--- src/rtl/dcache_controller.sv ---
// Direct-mapped write-back/write-allocate L1 data cache controller.
// Optional hit/miss counters: define DCACHE_STATS_EN.
`timescale 1ns/1ps
module dcache_controller #(
  parameter int NUM_SETS  = 16,
  parameter int LINE_BITS = 256,
  parameter int TAG_BITS  = 23
) (
  input  logic                 clk_i,
  input  logic                 rst_i,
  input  logic [31:0]          cpu_addr_i,
  input  logic [31:0]          cpu_data_i,
  input  logic                 cpu_MemRead_i,
  input  logic                 cpu_MemWrite_i,
  output logic [31:0]          cpu_data_o,
  output logic                 cpu_stall_o,
  output logic [31:0]          mem_addr_o,
  output logic [LINE_BITS-1:0] mem_data_o,
  output logic                 mem_enable_o,
  output logic                 mem_write_o,
  input  logic [LINE_BITS-1:0] mem_data_i,
  input  logic                 mem_ack_i
`ifdef DCACHE_STATS_EN
  ,
  output logic [31:0]          hit_cnt_o,
  output logic [31:0]          miss_cnt_o
`endif
);

  localparam int IDX_W  = $clog2(NUM_SETS);
  localparam int OFF_W  = $clog2(LINE_BITS / 8);
  localparam int WSEL_W = OFF_W - 2;

  typedef enum logic [1:0] {
    IDLE,
    WRITEBACK,
    REFILL
  } state_t;

  state_t state;

  logic [LINE_BITS-1:0] data_arr [NUM_SETS];
  logic [TAG_BITS-1:0]  tag_arr  [NUM_SETS];
  logic [NUM_SETS-1:0]  valid_q;
  logic [NUM_SETS-1:0]  dirty_q;

  logic [TAG_BITS-1:0]  tag;
  logic [IDX_W-1:0]     idx;
  logic [WSEL_W-1:0]    wsel;
  logic                 req;
  logic                 store;
  logic                 hit;
  logic                 miss;
  logic                 wr_hit;
  logic                 refill_ack;
  logic                 unused_addr_bits;

  assign tag   = cpu_addr_i[31 -: TAG_BITS];
  assign idx   = cpu_addr_i[OFF_W +: IDX_W];
  assign wsel  = cpu_addr_i[2 +: WSEL_W];
  assign req   = cpu_MemRead_i | cpu_MemWrite_i;
  assign store = cpu_MemWrite_i;
  assign hit   = valid_q[idx] & (tag_arr[idx] == tag);

  assign miss       = (state == IDLE) & req & ~hit;
  assign wr_hit     = (state == IDLE) & store & hit;
  assign refill_ack = (state == REFILL) & mem_ack_i;

  assign unused_addr_bits = ^cpu_addr_i[1:0];

  assign cpu_stall_o = (state != IDLE) | (req & ~hit);
  assign cpu_data_o  = data_arr[idx][{wsel, 5'b0} +: 32];

  // Miss sequencing: optional write-back of the victim, then refill.
  always_ff @(posedge clk_i) begin
    if (rst_i) begin
      state        <= IDLE;
      mem_enable_o <= 1'b0;
      mem_write_o  <= 1'b0;
      mem_addr_o   <= '0;
      mem_data_o   <= '0;
    end else begin
      unique case (state)
        IDLE: begin
          if (miss) begin
            mem_enable_o <= 1'b1;
            if (dirty_q[idx]) begin
              state       <= WRITEBACK;
              mem_write_o <= 1'b1;
              mem_addr_o  <= {tag_arr[idx], idx, {OFF_W{1'b0}}};
              mem_data_o  <= data_arr[idx];
            end else begin
              state       <= REFILL;
              mem_write_o <= 1'b0;
              mem_addr_o  <= {tag, idx, {OFF_W{1'b0}}};
            end
          end
        end
        WRITEBACK: begin
          if (mem_ack_i) begin
            state       <= REFILL;
            mem_write_o <= 1'b0;
            mem_addr_o  <= {tag, idx, {OFF_W{1'b0}}};
          end
        end
        REFILL: begin
          if (mem_ack_i) begin
            state        <= IDLE;
            mem_enable_o <= 1'b0;
          end
        end
        default: state <= IDLE;
      endcase
    end
  end

  // Line status bits: refill validates and cleans, store hit dirties.
  always_ff @(posedge clk_i) begin
    if (rst_i) begin
      valid_q <= '0;
      dirty_q <= '0;
    end else if (refill_ack) begin
      valid_q[idx] <= 1'b1;
      dirty_q[idx] <= 1'b0;
    end else if (wr_hit) begin
      dirty_q[idx] <= 1'b1;
    end
  end

  // Tag and data storage; not cleared, only gated off during reset.
  always_ff @(posedge clk_i) begin
    if (!rst_i) begin
      if (refill_ack) begin
        data_arr[idx] <= mem_data_i;
        tag_arr[idx]  <= tag;
      end else if (wr_hit) begin
        data_arr[idx][{wsel, 5'b0} +: 32] <= cpu_data_i;
      end
    end
  end

`ifdef DCACHE_STATS_EN
  logic refill_done_q;

  // Access statistics; the hit that completes a refill is not a hit.
  always_ff @(posedge clk_i) begin
    if (rst_i) begin
      refill_done_q <= 1'b0;
      hit_cnt_o     <= '0;
      miss_cnt_o    <= '0;
    end else begin
      refill_done_q <= refill_ack;
      if ((state == IDLE) & req & hit & ~refill_done_q)
        hit_cnt_o <= hit_cnt_o + 32'd1;
      if (miss)
        miss_cnt_o <= miss_cnt_o + 32'd1;
    end
  end
`endif

endmodule

--- config.mk ---
export PLATFORM = sky130hd
export DESIGN_NAME = dcache_controller
export DESIGN_NICKNAME = d
export VERILOG_FILES = /design/src/rtl/dcache_controller.sv
export SDC_FILE = /design/constraint.sdc
export NUM_CORES = 2
export LEC_CHECK = 0
export CELL_PAD_IN_SITES_DETAIL_PLACEMENT = 1
export CELL_PAD_IN_SITES_GLOBAL_PLACEMENT = 1
export CORE_MARGIN = 2
export CORE_UTILIZATION = 31
export CTS_BUF_LIST = sky130_fd_sc_hd__clkbuf_16
export DETAILED_ROUTE_END_ITERATION = 8
export GPL_ROUTABILITY_DRIVEN = 0
export GPL_TIMING_DRIVEN = 0
export PLACE_DENSITY = 0.5
export SYNTH_ARGS = -nofsm -noshare
export SYNTH_HDL_FRONTEND = slang
export SYNTH_MEMORY_MAX_BITS = 65536
export SYNTH_SLANG_ARGS = --single-unit
--- constraint.sdc ---
create_clock -name clk_i -period 8 [get_ports clk_i]
set_clock_uncertainty 0.1 [all_clocks]
set_input_delay 1.6 -clock clk_i [delete_from_list [all_inputs] [get_ports clk_i]]
set_output_delay 1.6 -clock clk_i [all_outputs]
set_load 0.02 [all_outputs]
==> results.toml <==
# generated from flow reports
[logic_synthesis]
ys_top_cells_by_count = "4464 x sky130_fd_sc_hd__edfxtp_1, 1428 x sky130_fd_sc_hd__mux4_2, 442 x sky130_fd_sc_hd__nand2_1"
ys_cells = 8541
fa_ha_area_frac = 0.000337
post_synth_xor_area_fraction = 0.00113
synth-async-reset-ratio = 0
yosys.cell_types.count = 64
yosys-top-cells-area = "sky130_fd_sc_hd__edfxtp_1 72%, sky130_fd_sc_hd__mux4_2 17%, sky130_fd_sc_hd__dfxtp_1 3.4%, sky130_fd_sc_hd__mux2i_1 1.8%, sky130_fd_sc_hd__nand2_1 0.89%"
synth_dominant_cell_count = "sky130_fd_sc_hd__edfxtp_1"
synth.cellmix.compoundShare = 0.0109
postSynthRegisterBits = 4783
ys_area_um2 = 186000
summed_instance_area_of_the_synthesized_netlist_um2 = 186000
synth_cells = 8541
synth.area.mux_share = 0.197
synth-simple-area-share = 0.0224
logic_family = "multiplexers"
avg_inst_size_synth_um2 = 21.8
synthesis.yosys.warnings = 0
top_area_cell = "sky130_fd_sc_hd__edfxtp_1"
number_of_enable_type_register_cells_in_the_synthesized_netlist = 4464
top_area_frac = 0.721

[worst_setup_path]
worstRegToRegCells = 11
crit_required_ns = 8.58
critPathCapture = "data_arr[11][140]$_DFFE_PP_"
crit_path_start_kind = "primary input"
end_of_the_worst_register_to_register_path = "data_arr[11][140]$_DFFE_PP_"
worst-endpoint-arrival_ns = 8.64
cell_chain_of_the_critical_path = "clkdlybuf4s50_1 -> inv_1 -> clkdlybuf4s15_1 -> ha_1 -> ha_1 -> nor4_1 -> and3_1 -> nand3_1 -> and2_1 -> clkbuf_1 -> clkbuf_2 -> nor2_2"
crit_start = "cpu_addr_i[2]"
timing.critical_path.buf_inv = 5
critical-path-max-stage-delay_ns = 1.03
critical_path_class = "primary input to register"
rr_startpoint = "tag_arr[11][5]$_DFFE_PP_"
critical-path-top-delay-family = "buffers and inverters"
cpMaxStageDelayCell = "sky130_fd_sc_hd__nor2_2"

[cells_and_area]
final-clk-cell-share = 0.0718
buffer_area_frac = 0.0760
layout.area.comb_um2 = 44500
fin_nets = 10600
instances_no_fill = 18700
non_clock_inverter_count = 10
comb_area_share = 0.194
ff_count = 4783
fillerInstances = 57400
most-common-layout-cells = "4464 x sky130_fd_sc_hd__edfxtp_1, 1428 x sky130_fd_sc_hd__mux4_2, 601 x sky130_fd_sc_hd__clkdlybuf4s50_1, 550 x sky130_fd_sc_hd__clkbuf_16, 399 x sky130_fd_sc_hd__nand2_1"
clock_buffer_count = 548
final_common_cell = "sky130_fd_sc_hd__edfxtp_1"
multi_input_comb_cells = 3226
seq_area_um2 = 140000
largest_register_ff_count = 4096
seq-cell-share = 0.613
postLayoutCellArea_um2 = 229000
layout_top_registers = "data_arr: 4096 flops, tag_arr: 368 flops, mem_data_o: 256 flops"
n_antenna_cell = 85

[power_and_ir_drop]
leakagePower_uw = 0.0730
pg_comb_uw = 4280
pg_clk_uw = 23400
p_int_uw = 41900
clock_share_of_power = 0.425
peakVddDrop_v = 0.000221
power.share.switching = 0.241
power.density_nw_per_um2 = 241
power.combinational.fraction = 0.078
p_seq_frac = 0.497
total_power_uw = 55200
switching_power_uw = 13300

[clock_network]
postCtsResizedCells = 518
ctsHtreeMaxLevel = 6
tritoncts = "done"
cts_setup_buffers = 76
ctsHoldBuffers = 0
clockBufferDepth = 4
clock-root-buffer = "sky130_fd_sc_hd__clkbuf_16"
cts_inserted_buffers = 539
clkTransAtPathRegs_ns = 0.06

[global_routing]
globalRoute.totalOverflow = 0
grtUsageMet1 = 0.321
antenna_found_initial = 129
wire_length_of_the_first_global_routing_pass_um = 988000
pin_count_of_the_biggest_net_entering_global_routing = 22
global_route.usage.met2 = 0.388
first_global_vias = 102000
gr-max-usage-layer = "met2"

[detailed_routing]
topRoutingLayerUsed = "met5"
drt-pass1-iter-count = 5
route.met2.wl_um = 353000
total_routed_wire_length_on_the_met1_layer_um = 294000
drt-initial-drc-count = 14400
postRouteAntennaNets = 0

[final_timing]
final_critical_path_setup_slack_ns = -0.0620
max_freq_mhz = 124
setup-violations-final = 21
max-slew-margin-rel = -0.0377
transition_time_at_the_pin_with_the_least_slew_margin_ns = 1.56
setup_total_negative_slack_ns = -0.636
rsz_0062_raised_after_global_routing = "yes"
final_hold_viol_count = 0
fin_crit_ns = 8.06
finalMaxSlewViolations = 11

[placed_design]
detailedPlace.worstSlack_ns = -2.65
post_dp_cell_area_um2 = 210000

[worst_hold_path]
whs_path_depth = 1
hp-class = "register to register"
hp-start = "valid_q[0]$_SDFFE_PP0P_"
min_delay_worst_endpoint = "valid_q[0]$_SDFFE_PP0P_"

[outcome]
violations = "max-capacitance violations, max-slew violations, negative setup slack"
run_status = "complete, but fails checks"

[run]
warning_total_across_the_stage_logs = 32
max-cap-violations = 1

[floorplan]
initCoreUtil = 0.311
die_area_um2 = 606000
die-height_um = 778
==> images/clocks.png <==
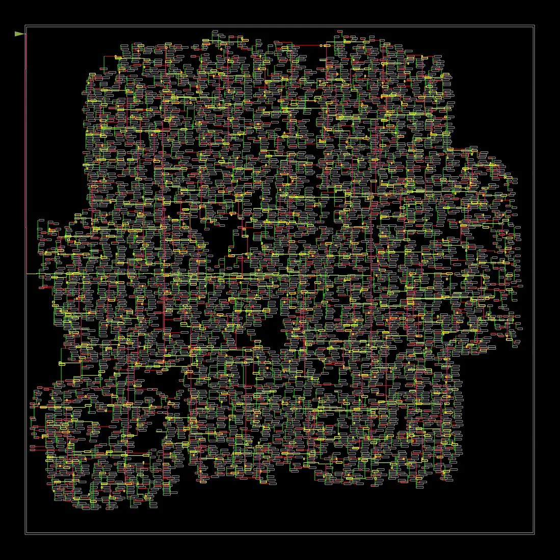
worst skew pair latency: 1.07 ns
clk sink count: 4783

==> images/io_fan.png <==
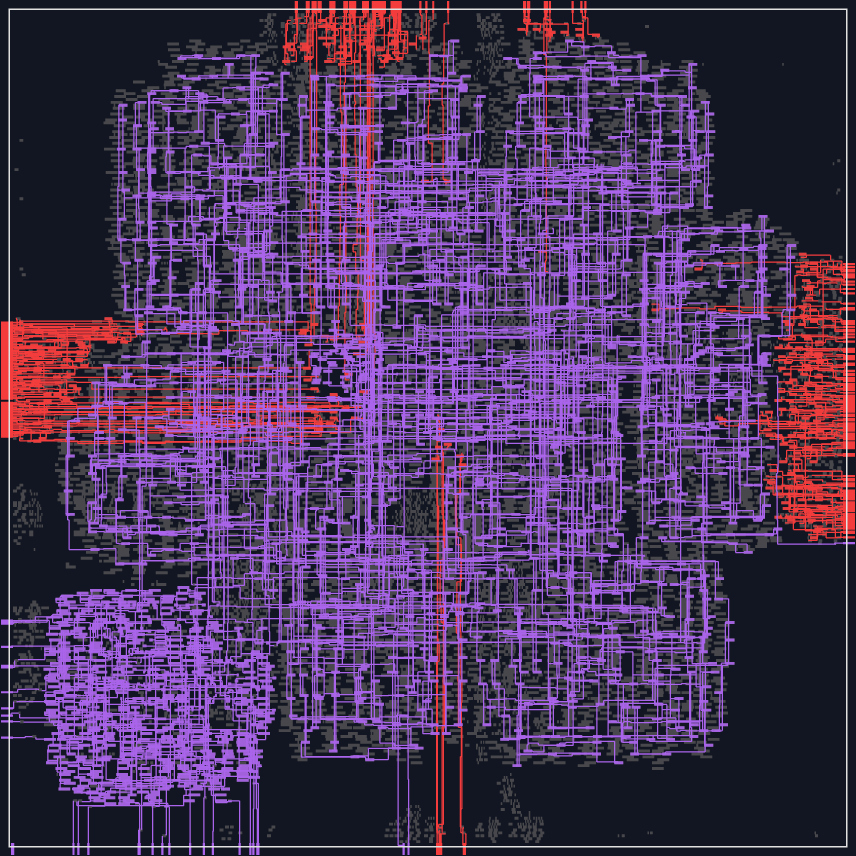
`mem_data_o`: in red, bits 256, direction output, edge 111 east, 77 west, 62 north, 6 south, end cells 256, buffers 256, wire 26.7 mm. `cpu_addr_i`: in purple, bits 32, direction input, edge 20 south, 11 west, 1 east, end cells 2017, buffers 365, wire 134 mm.
Top Ports: 648
IO Port Bufs: 634

==> images/wires.png <==
The bar under the picture is 200 µm long.
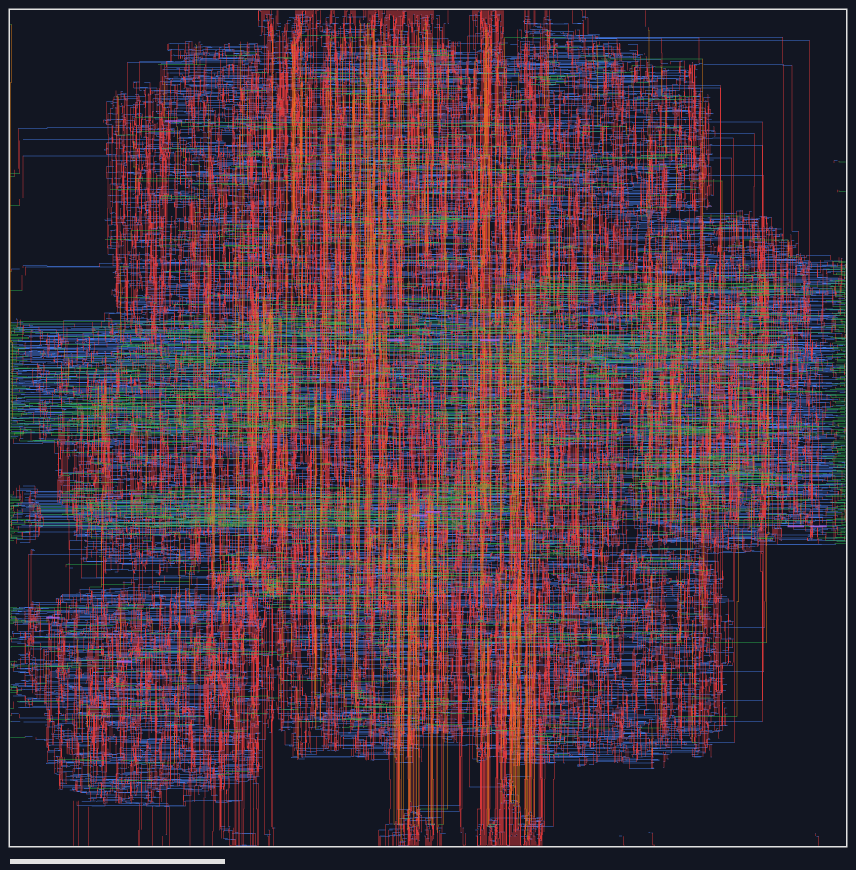
metal 5: in purple, wire length 122 µm. metal 4: in orange, wire length 41.8 mm. metal 2: in red, wire length 353 mm. metal 1: in blue, wire length 294 mm. metal 3: in green, wire length 71.6 mm.
routed length per instance: 40.6 µm
final wirelength: 761000 µm
global-route usage over all layers: 0.246
vias post-DR: 102000

==> images/flops_by_reg.png <==
The bar under the picture is 200 µm long.
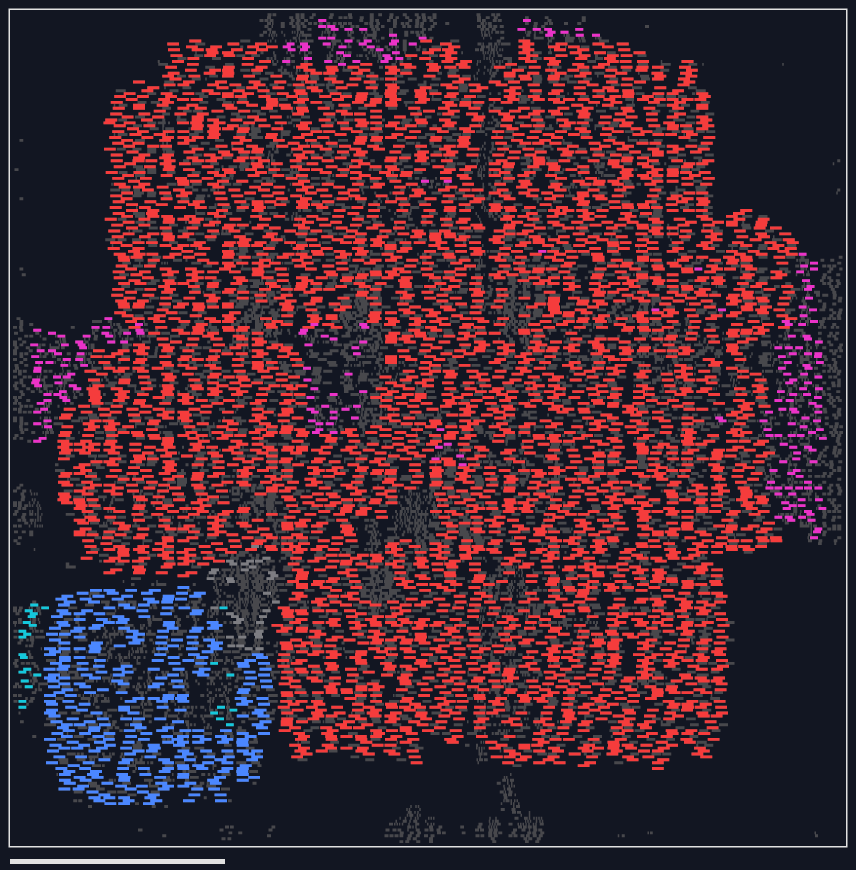
`data_arr`: in red, placed flops 4096, where spread over the die. `mem_addr_o`: in cyan, placed flops 27. `mem_data_o`: in magenta, placed flops 256. `tag_arr`: in blue, placed flops 368, where south-west.
Another 36 sequential cells are not colored.
core utilization of the finished layout: 0.383
power in sequential cells: 27400 µW

No activity file was given, so power comes from the tool's default toggle rates.
